$ cat src/rtl/instr_fetch.sv
// PC / fetch stage in front of a registered-read instruction memory.
// Captures each fetched word into IR or OPR; sticky fault on out-of-range fetch.
module instr_fetch #(
  parameter int unsigned ADDR_W    = 16,
  parameter int unsigned DATA_W    = 16,
  parameter int unsigned MEM_DEPTH = 181
) (
  input  logic              clk,
  input  logic              rst,
  input  logic              fetch_req,
  input  logic              fetch_opr,
  input  logic              jump_en,
  input  logic [ADDR_W-1:0] jump_addr,
  output logic [ADDR_W-1:0] mem_addr,
  output logic              mem_write_en,
  input  logic [DATA_W-1:0] mem_rdata,
  output logic [DATA_W-1:0] ir,
  output logic [DATA_W-1:0] opr,
  output logic [ADDR_W-1:0] pc,
  output logic              ready,
  output logic              fetch_done,
  output logic              fault
);

  typedef enum logic [1:0] {IDLE, READ, LATCH} state_t;

  // One extra bit so a depth of 2^ADDR_W still compares correctly.
  localparam logic [ADDR_W:0] DEPTH = (ADDR_W+1)'(MEM_DEPTH);

  state_t              state, state_next;
  logic [ADDR_W-1:0]   pc_next, eff_addr;
  logic [DATA_W-1:0]   ir_next, opr_next;
  logic                target, target_next;
  logic                fault_next, done_next;

  assign mem_addr     = pc;
  assign mem_write_en = 1'b0;

  // State and datapath registers.
  always_ff @(posedge clk) begin
    if (rst) begin
      state      <= IDLE;
      pc         <= '0;
      ir         <= '0;
      opr        <= '0;
      target     <= 1'b0;
      fault      <= 1'b0;
      fetch_done <= 1'b0;
      ready      <= 1'b1;
    end else begin
      state      <= state_next;
      pc         <= pc_next;
      ir         <= ir_next;
      opr        <= opr_next;
      target     <= target_next;
      fault      <= fault_next;
      fetch_done <= done_next;
      ready      <= (state_next == IDLE);
    end
  end

  // Next-state and datapath updates.
  always_comb begin
    state_next  = state;
    pc_next     = pc;
    ir_next     = ir;
    opr_next    = opr;
    target_next = target;
    fault_next  = fault;
    done_next   = 1'b0;
    eff_addr    = jump_en ? jump_addr : pc;

    case (state)
      IDLE: begin
        pc_next = eff_addr;
        if (fetch_req && !fault) begin
          if ({1'b0, eff_addr} >= DEPTH) begin
            fault_next = 1'b1;
          end else begin
            state_next  = READ;
            target_next = fetch_opr;
          end
        end
      end
      READ: begin
        state_next = LATCH;
      end
      LATCH: begin
        if (target) opr_next = mem_rdata;
        else        ir_next  = mem_rdata;
        pc_next    = pc + ADDR_W'(1);
        done_next  = 1'b1;
        state_next = IDLE;
      end
      default: begin
        state_next = IDLE;
      end
    endcase
  end

endmodule

$ cat config.mk
export PLATFORM = sky130hd
export DESIGN_NAME = instr_fetch
export DESIGN_NICKNAME = d
export VERILOG_FILES = /design/src/rtl/instr_fetch.sv
export SDC_FILE = /design/constraint.sdc
export NUM_CORES = 1
export LEC_CHECK = 0
export CAP_MARGIN = 0
export CORE_MARGIN = 2
export CORE_UTILIZATION = 48
export CTS_BUF_LIST = sky130_fd_sc_hd__clkbuf_4 sky130_fd_sc_hd__clkbuf_8
export DETAILED_ROUTE_END_ITERATION = 8
export PLACE_DENSITY = 0.91
export SYNTH_ARGS = -nofsm -noshare
export SYNTH_HDL_FRONTEND = slang
export SYNTH_SLANG_ARGS = --single-unit
$ cat constraint.sdc
create_clock -name clk -period 3.1 [get_ports clk]
set_clock_uncertainty 0.15 [all_clocks]
set_input_delay 0.775 -clock clk [delete_from_list [all_inputs] [get_ports clk]]
set_output_delay 0.775 -clock clk [all_outputs]
set_load 0.01 [all_outputs]
pdn.png
The bar under the picture is 20 um long. Pins as bars on the die edge.
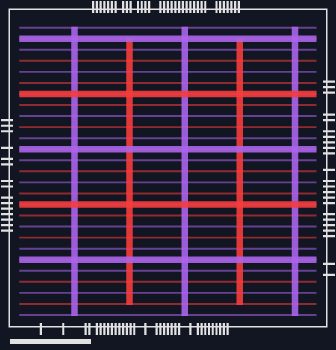
legend:
  purple:
    net: VSS
  red:
    net: VDD
rows: 26
signal pins: 105
met1 rails: 27
die width: 77.79 um
worst vdd ir: 0.2750 mV
core area: 0.005172 mm2
Die Ht: 77.79 um

clock_map.png
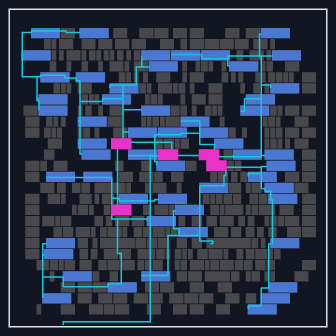
legend:
  blue:
    item: flip-flops
    count: 54
  cyan:
    item: clock wires
    length: 585 um
  magenta:
    item: cells driving clock nets
    count: 5
flops lie: widely spread
clk pwr: 0.458 mW
Clk Latency, worst-skew pair: 0.29 ns

final_clocks.png
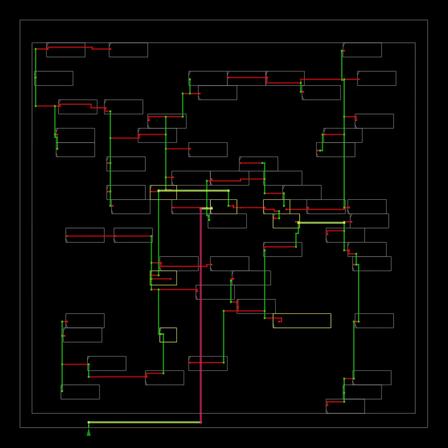
Sink Count: 54
# clk buffers: 5
Flops: 54
Inserted Clock Buffers: 5

cell_classes.png
Fill, decap, tap and diode cells in gray.
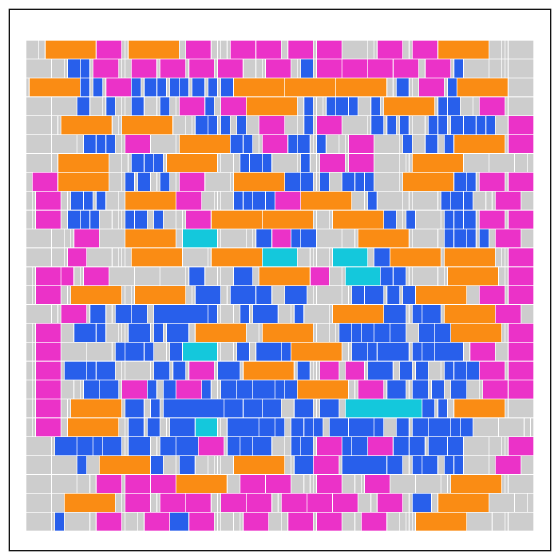
legend:
  blue:
    class: all other logic
    cells: 234
    share_of_their_area: 36%
  cyan:
    class: clock drivers and dummy loads
    cells: 7
    share_of_their_area: 3.0%
  orange:
    class: flops
    cells: 54
    share_of_their_area: 31%
  magenta:
    class: other buffers and delay cells
    cells: 108
    share_of_their_area: 30%
# rows: 26
final instance area: 0.003628 mm2
post-layout util: 0.7015
flop share of the area: 0.2979

==> run notes <==
run results: Switching Share 0.2421, Placed Instances 466, CP max stage delay 0.63 ns, ANT nets after route 0, Worst path depth 1, Critical Path RT 2.17 ns, vias per inst 5.440, drt pass-1 iters 5, Tmin final 2.460 ns, DP Area 0.003521 mm2, YS chip area 0.002614 mm2, Fillers 439, RSZ-0062 raised after global routing no, met1 Resource Use GR 0.2986, layout cells sized above 1 0.05211, sw power 0.3419 mW, met3 GRT Util 0.03721, list of most frequent post-synthesis cells nand2_1, dfxtp_1, a21oi_1, buf_4, nor2_1, R2R setup slack 1.17 ns, hold_buf cts 0, status finished, final reports clean, P_int 1.071 mW, CTS resizes 0, Hold Path Cell Cnt 2, simple-gate share of the synthesized area 0.2647, Post-CTS Setup Repair Bufs 0, Clock buf/inv share 0.02966, multi-input gates 229, met2 Track Usage GR 0.3776, Tapcells 70, CP startpoint kind flip-flop, io pins 105, worst reg2reg startpoint state[0], Tcrit/Tclk final 0.7935, final tally of max-slew violations 0, vias in the first global route 2351, tally of non-filler cells in the final layout 473, Power, Total 1.413 mW, input/output buffers 103, Inverters excl. clock 5
Power is estimated from default activity; no workload was simulated.
